## src/rtl/multiplier_pkg.sv

```systemverilog
// Shared definitions for the Montgomery multiplier family.
//   precomp_state_t : state encoding of the montgomery_precompute FSM
//   PRECOMP_MIN_MOD : smallest modulus montgomery_precompute accepts
package multiplier_pkg;

  typedef enum logic [2:0] {
    IDLE = 3'd0,
    SIZE = 3'd1,
    INV  = 3'd2,
    R2   = 3'd3,
    DONE = 3'd4,
    ERR  = 3'd5
  } precomp_state_t;

  localparam int unsigned PRECOMP_MIN_MOD = 3;

endpackage

```

## src/rtl/mont_modinv_serial.sv

```systemverilog
// Bit-serial Hensel lifting of m^-1 mod 2^K, one bit per step.
// Ports:
//   clk_i, rst_ni : clock, asynchronous active-low reset
//   init_i        : load x=1, t=m, i=1 (m odd, so bit 0 is already solved)
//   step_i        : perform one lifting step at bit index i
//   m_i           : modulus (held stable by the caller)
//   k_i           : bit length K of m
//   x_o           : running inverse x, with m*x = 1 mod 2^i
//   done_o        : the step in progress is the last one (i = K-1)
module mont_modinv_serial
  import multiplier_pkg::*;
#(
  parameter int WIDTH = 64,
  parameter int KW    = $clog2(WIDTH) + 1
) (
  input  logic             clk_i,
  input  logic             rst_ni,
  input  logic             init_i,
  input  logic             step_i,
  input  logic [WIDTH-1:0] m_i,
  input  logic [KW-1:0]    k_i,
  output logic [WIDTH-1:0] x_o,
  output logic             done_o
);

  localparam int IW = $clog2(WIDTH);

  logic [WIDTH-1:0] x_q, x_d;
  logic [WIDTH-1:0] t_q, t_d;
  logic [KW-1:0]    i_q, i_d;
  logic [IW-1:0]    idx;

  // i never reaches WIDTH during a step, so the narrow index is exact.
  assign idx    = i_q[IW-1:0];
  assign done_o = (i_q == k_i - KW'(1));
  assign x_o    = x_q;

  // t tracks m*x; a set bit at position i means x needs bit i to clear it.
  always_comb begin
    x_d = x_q;
    t_d = t_q;
    i_d = i_q;
    if (init_i) begin
      x_d = WIDTH'(1);
      t_d = m_i;
      i_d = KW'(1);
    end else if (step_i) begin
      if (t_q[idx]) begin
        x_d[idx] = 1'b1;
        t_d      = t_q + (m_i << i_q);
      end
      i_d = i_q + KW'(1);
    end
  end

  always_ff @(posedge clk_i or negedge rst_ni) begin
    if (!rst_ni) begin
      i_q <= '0;
    end else begin
      i_q <= i_d;
    end
  end

  always_ff @(posedge clk_i) begin
    x_q <= x_d;
    t_q <= t_d;
  end

endmodule

```

## src/rtl/montgomery_precompute.sv

```systemverilog
// Per-modulus constant generator for montgomery_pipelined.
// For an odd modulus m >= 3 it produces K (bit length, R = 2^K),
// minv = -m^-1 mod 2^K and r2 = R^2 mod m, bit-serially, no multipliers.
// Ports:
//   clk_i, rst_ni : clock, asynchronous active-low reset
//   start_i, m_i  : request and modulus, taken only while ready_o=1
//   ready_o       : idle and able to accept a request
//   valid_o       : one-cycle pulse, k_o/minv_o/r2_o freshly updated
//   err_o         : one-cycle pulse, modulus even or below 3
//   k_o, minv_o, r2_o : results, held until the next valid_o
module montgomery_precompute
  import multiplier_pkg::*;
#(
  parameter int WIDTH = 64,
  parameter int KW    = $clog2(WIDTH) + 1
) (
  input  logic             clk_i,
  input  logic             rst_ni,
  input  logic             start_i,
  input  logic [WIDTH-1:0] m_i,
  output logic             ready_o,
  output logic             valid_o,
  output logic             err_o,
  output logic [KW-1:0]    k_o,
  output logic [WIDTH-1:0] minv_o,
  output logic [WIDTH-1:0] r2_o
);

  precomp_state_t state_q, state_d;

  logic [WIDTH-1:0] m_q, m_d;
  logic [WIDTH-1:0] r_q, r_d;
  logic [KW-1:0]    kcur_q, kcur_d;
  logic [KW-1:0]    j_q, j_d;

  logic             ready_q, ready_d;
  logic             valid_q, valid_d;
  logic             err_q, err_d;
  logic [KW-1:0]    k_q, k_d;
  logic [WIDTH-1:0] minv_q, minv_d;
  logic [WIDTH-1:0] r2_q, r2_d;

  logic             inv_init, inv_step, inv_done;
  logic [WIDTH-1:0] inv_x;

  logic [KW-1:0]    bitlen;
  logic [WIDTH-1:0] kmask;
  logic [WIDTH-1:0] r_init;
  logic             dbl_ge;
  logic [WIDTH-1:0] r_dbl;

  // Priority encoder: the highest set bit wins.
  always_comb begin
    bitlen = '0;
    for (int b = 0; b < WIDTH; b++) begin
      if (m_q[b]) bitlen = KW'(b + 1);
    end
  end

  // Shifting by K = WIDTH yields zero, so the mask becomes all ones.
  assign kmask = ~({WIDTH{1'b1}} << kcur_q);

  // 2^K - m evaluated mod 2^WIDTH; exact because 0 < 2^K - m < m.
  assign r_init = (WIDTH'(1) << kcur_q) - m_q;

  // Doubling compares on WIDTH+1 bits so the carry out of r is kept;
  // the difference itself is below m and fits in WIDTH bits.
  assign dbl_ge = ({r_q, 1'b0} >= {1'b0, m_q});
  assign r_dbl  = dbl_ge ? ({r_q[WIDTH-2:0], 1'b0} - m_q) : {r_q[WIDTH-2:0], 1'b0};

  mont_modinv_serial #(
    .WIDTH (WIDTH),
    .KW    (KW)
  ) u_modinv (
    .clk_i  (clk_i),
    .rst_ni (rst_ni),
    .init_i (inv_init),
    .step_i (inv_step),
    .m_i    (m_q),
    .k_i    (kcur_q),
    .x_o    (inv_x),
    .done_o (inv_done)
  );

  always_comb begin
    state_d  = state_q;
    m_d      = m_q;
    r_d      = r_q;
    kcur_d   = kcur_q;
    j_d      = j_q;
    k_d      = k_q;
    minv_d   = minv_q;
    r2_d     = r2_q;
    inv_init = 1'b0;
    inv_step = 1'b0;
    unique case (state_q)
      IDLE: begin
        if (start_i) begin
          m_d     = m_i;
          state_d = SIZE;
        end
      end
      SIZE: begin
        kcur_d = bitlen;
        if (!m_q[0] || (m_q < WIDTH'(PRECOMP_MIN_MOD))) begin
          state_d = ERR;
        end else begin
          inv_init = 1'b1;
          state_d  = INV;
        end
      end
      INV: begin
        inv_step = 1'b1;
        if (inv_done) begin
          r_d     = r_init;
          j_d     = '0;
          state_d = R2;
        end
      end
      R2: begin
        r_d = r_dbl;
        j_d = j_q + KW'(1);
        if (j_q == kcur_q - KW'(1)) begin
          k_d     = kcur_q;
          minv_d  = (WIDTH'(0) - inv_x) & kmask;
          r2_d    = r_dbl;
          state_d = DONE;
        end
      end
      DONE:    state_d = IDLE;
      ERR:     state_d = IDLE;
      default: state_d = IDLE;
    endcase
  end

  // Status flags are registered from the next state so they line up
  // with the cycle the FSM spends in that state.
  assign ready_d = (state_d == IDLE);
  assign valid_d = (state_d == DONE);
  assign err_d   = (state_d == ERR);

  always_ff @(posedge clk_i or negedge rst_ni) begin
    if (!rst_ni) begin
      state_q <= IDLE;
      j_q     <= '0;
      ready_q <= 1'b1;
      valid_q <= 1'b0;
      err_q   <= 1'b0;
      k_q     <= '0;
      minv_q  <= '0;
      r2_q    <= '0;
    end else begin
      state_q <= state_d;
      j_q     <= j_d;
      ready_q <= ready_d;
      valid_q <= valid_d;
      err_q   <= err_d;
      k_q     <= k_d;
      minv_q  <= minv_d;
      r2_q    <= r2_d;
    end
  end

  always_ff @(posedge clk_i) begin
    m_q    <= m_d;
    r_q    <= r_d;
    kcur_q <= kcur_d;
  end

  assign ready_o = ready_q;
  assign valid_o = valid_q;
  assign err_o   = err_q;
  assign k_o     = k_q;
  assign minv_o  = minv_q;
  assign r2_o    = r2_q;

endmodule

```

## config.mk

```make
export PLATFORM = sky130hd
export DESIGN_NAME = montgomery_precompute
export DESIGN_NICKNAME = d
export VERILOG_FILES = /design/src/rtl/multiplier_pkg.sv /design/src/rtl/mont_modinv_serial.sv /design/src/rtl/montgomery_precompute.sv
export SDC_FILE = /design/constraint.sdc
export NUM_CORES = 2
export LEC_CHECK = 0
export ABC_AREA = 1
export CAP_MARGIN = 20
export CORE_ASPECT_RATIO = 1.2
export CORE_MARGIN = 1
export CORE_UTILIZATION = 45
export CTS_CLUSTER_SIZE = 8
export DETAILED_ROUTE_END_ITERATION = 10
export HOLD_SLACK_MARGIN = 0.06
export PLACE_DENSITY_LB_ADDON = 0.15
export SETUP_SLACK_MARGIN = 0.05
export SYNTH_ARGS = -nofsm -noshare
export SYNTH_HDL_FRONTEND = slang
export SYNTH_SLANG_ARGS = --single-unit
```

## constraint.sdc

```tcl
create_clock -name clk_i -period 10 [get_ports clk_i]
set_input_delay 2 -clock clk_i [delete_from_list [all_inputs] [get_ports clk_i]]
set_output_delay 2 -clock clk_i [all_outputs]
set_load 0.05 [all_outputs]
```

**Power grid**

The bar under the picture is 50 µm long. Pins as bars on the die edge.
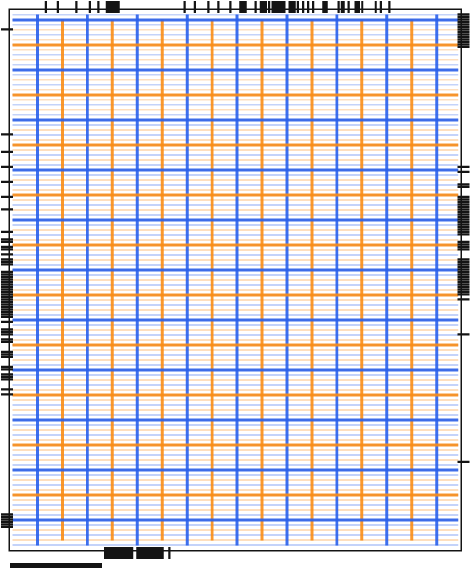
| net | colour |
|---|---|
| VSS | blue |
| VDD | orange |
met1 rails: 107
rows: 106
met5 straps: 21
Chip Height: 293.7 µm
core outline area: 0.06989 mm²
horizontal die dimension: 245.1 µm

**Cell classes on the final placement**

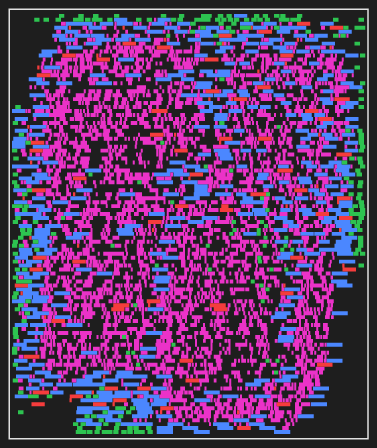
| class | colour | cells | share of their area |
|---|---|---|---|
| flops | blue | 418 | 31% |
| clock drivers and dummy loads | red | 112 | 5.1% |
| other buffers and delay cells | green | 250 | 6.7% |
| combinational and other logic | magenta | 3764 | 57% |

**Routed clock nets over the placement**

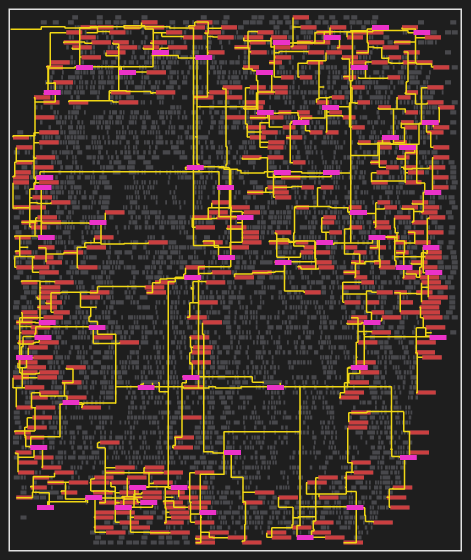
[clock wires] yellow | length: 6970 µm
[flip-flops] red | count: 418
[clock drivers] magenta | count: 59
routed clock nets: 60
clk ins delay skew pair: 0.67 ns
Clk pwr share: 13.0%
power in the clock group: 2.00 mW
final setup skew: 0.04900 ns

==> run summary <==
Results of the implementation run.

The area taken by sequential standard cells is reported as 0.01114 mm². Ranking logic cells in the layout by count gives the top entries sky130_fd_sc_hd__nand2_1 (1038), sky130_fd_sc_hd__inv_1 (389), sky130_fd_sc_hd__o21ai_0 (388). The routed wire length came out at 124.3 mm. The worst hold path class is flip-flop to flip-flop.

The report lists the number of cells resized after CTS as 0. The HPWL reported at the end of detailed placement came out at 95.56 mm. Per the final report, the share of cell area in clock cells is 4.943%.

The number of gates on the worst path with buffers counted is 41. The met3 routed wirelength came out at 10.52 mm. The highest metal layer carrying signal wires in the routed design is met5. The tally of clock buffers in the finished layout came out at 108. Summing every instance area after synthesis gives 0.03191 mm². Per the area breakdown, the dominant cell category is combinational gates. STA classifies the critical path startpoint as a flip-flop.

In the global route stage, met3 resource usage came out at 5.454%. The placed cell count came out at 5350. In the Yosys report, the sequential cells make up 34.90% of the chip area. The total inserted antenna cells is 0. The post-route minimum period is 7.755 ns. The cell sitting at the root of the clock tree is a sky130_fd_sc_hd__clkbuf_16. Counting flops with a built-in enable in the synthesized netlist gives 199. The chip area from the yosys synthesis statistics came out at 0.03191 mm². The run finished with clean final reports. Per the CTS log, the maximum H-tree level is 2. The worst slew slack as a fraction of its limit came out at 28.33%. Looking at the worst setup and hold paths, the clock pins of their registers show a slew of 0.06 ns. The highest supply drop recorded on VDD is 0.2228 mV. The power share of the sequential group came out at 21.5%.

The main flop type is sky130_fd_sc_hd__edfxtp_1. The final-layout setup total negative slack came out at 0 ns. The area share of the largest cell type after synthesis is 18.73%. The number of standard cells in the layout, taps in and fillers out is 5462. The gate count of the mapped netlist is 4349. Of all flip-flops after synthesis, the portion carrying an async set or reset was 37.08%. After synthesis, the most frequently instantiated cells are sky130_fd_sc_hd__nand2_1 (1040), sky130_fd_sc_hd__inv_1 (391), sky130_fd_sc_hd__o21ai_0 (388).

The summed area of non-filler cells in the final layout came out at 0.03665 mm². Per STA, the endpoint of the critical path is r_q[60]$_DFFE_PP_. The flip-flop and latch share of the layout cell area came out at 30.40%. The number of core rows is 106. The power group with the largest share is combinational logic. In the hold report, the worst path ends at u_modinv.x_o[63]$_SDFFE_PP0P_.

The number of global-route vias before repair came out at 30915. The synthesized-area fraction occupied by and/or/nand/nor cells came out at 22.65%. Global route summary, busiest routing layer listed as met2. Summed over all sequential cells, the power is 3.32 mW. The stage delay of the slowest cell on the critical path is 0.74 ns. The detailed-router iteration count before antenna repair is 6. The number of failing setup endpoints in the final timing report is 0.

The fraction of layout instances using a drive strength above 1 came out at 4.357%. The net switching component of the power is 8.079 mW. The OpenROAD warning count came out at 37.

The share of the core filled by cells before placement came out at 45.66%. Once iteration 0 of detailed routing completed, the report listed 3282 DRC markers. The maximum fanout along the worst path is 20. TritonCTS built the clock tree. The max-slew violation count is 0.

The global-route track usage on met1 is 43.60%. The critical path data required time came out at 10.38 ns. Hold analysis shows the worst path with a depth of 2. The routed wire length on met2 came out at 56.32 mm. The tally of nets with antenna violations remaining after routing came out at 0. The power density over the cells came out at 420.8 mW/mm². The flow reports power dissipated in combinational cells as 10.1 mW. Setup repair after global routing left no endpoint under its margin. CTS added clock buffers totalling 59. The endpoint type of the worst setup path is a flip-flop. The placement report lists the number of port buffers as 204.

Among all cell types in the netlist, the one instantiated most often is sky130_fd_sc_hd__nand2_1. The congestion estimate from routability-driven global placement came to 1.028. The largest total area in the synthesized netlist belongs to sky130_fd_sc_hd__edfxtp_1. The AND-OR/OR-AND share of the synthesized area came out at 19.98%. 205 I/O pins were placed.

In this run, the combinational gates consume 65.5% of the power. The net switching share of the total power came out at 52.39%. The average detailed-routed wire length per instance came out at 22.75 µm. The number of buffer and inverter instances along the worst setup path is 4. The wire length of the first global-routing pass is 186.8 mm. The standard cell area after detailed placement is 0.03484 mm². The number of non-clock inverters came out at 415. Counting every net in the synthesized netlist gives 4620. The fraction of cell area in non-clock buffers is 6.517%.

The fill cell total of the finished layout came out at 6935. Per the cell usage report, the commonest logic cell in the layout is sky130_fd_sc_hd__nand2_1. The floorplan die area is 0.07199 mm². Broken down by cell family, the worst path's largest delay share belongs to simple AND/OR/NAND/NOR gates.

The detail-routed via count per cell is 5.884. CTS reports a maximum clock tree buffer depth of 3. The wire length the detailed router placed on met1 came out at 50.40 mm.

In this build the clock could be raised as far as 0.1290 GHz. The flow inserted 918 tap cells. The final hold violation count recorded for this run is 0. Overall routing resource usage recorded by global route was 33.94%. The number of signal-net buffers in the layout came out at 250. The final critical-path share of the clock period is 77.55%. STA lists the endpoint of the worst register-to-register path as r_q[60]$_DFFE_PP_. The number of setup buffers added after CTS came out at 0. Per STA, the startpoint of the critical path is kcur_q[4]$_SDFFCE_PP0N_. The transition at the pin with the smallest max-transition slack is 1.071 ns. For this block, the via count after detailed routing is 32137. The global routing report lists met2 layer usage as 54.83%. The sequential cell count is 418. In the final design database the tool counted 4764 nets. The timing report gives the worst reg2reg path a setup slack of 2.25 ns.

The post-synthesis cell count from yosys is 4349. Per the OpenROAD power report, leakage power amounts to 16.19 nW. Buffers inserted to repair hold after CTS numbered 0. The worst min-delay path startpoint is u_modinv.x_o[63]$_SDFFE_PP0P_.

The main logic family after synthesis is simple AND/OR/NAND/NOR gates. The synthesized area divided by synthesized cell count is 7.338 µm². The share of the synthesized netlist area taken by xor and xnor gates came out at 5.571%. In this run the critical register-to-register path is launched from kcur_q[4]$_SDFFCE_PP0N_. The multi-input gate count is 3349. Cell internal power was estimated by the tool at 7.343 mW.

The layout report gives the multi-input gate share of total cell area as 50.73%. The number of warnings printed during yosys synthesis came out at 0. The cell repeated most along the worst path is sky130_fd_sc_hd__nand2_1. The adder and majority gate portion of the synthesized area came out at 8.069%. The critical path data arrival time came out at 8.14 ns.

The type of the worst setup path is flip-flop to flip-flop. The max-capacitance violation count came out at 0. By area the synthesized netlist is led by sky130_fd_sc_hd__edfxtp_1 (19%), sky130_fd_sc_hd__nand2_1 (12%), sky130_fd_sc_hd__dfrtp_1 (12%), sky130_fd_sc_hd__ha_1 (7.9%), sky130_fd_sc_hd__o21ai_0 (6.1%). The maximum number of pins on one net before global-route repair came out at 115.
-- per-stage QoR --
stage	hold slack (ns)	total power, mW	util [%]	worst slack, ns
finish	0.4671	15.42	52.44	2.245
global route	0.4885	16.47	52.44	1.656
CTS	0.4686	15.21	52.44	2.474
detailed placement	0.4607	13.16	49.84	2.503
global placement	0.4529	13.14	49.84	2.616
floorplan	0.4419	10.30	-	4.077
-- worst register-to-register path: cells and delay by family, from the launching register on --
family,cells,cell delay [ns]
AND/OR/NAND/NOR,21,2.62
AND-OR/OR-AND,13,2.36
buffers and inverters,4,1.04
flip-flops,1,0.74
adder cells (fa/ha/maj),2,0.65
XOR/XNOR,1,0.11
Power is estimated from default activity; no workload was simulated.
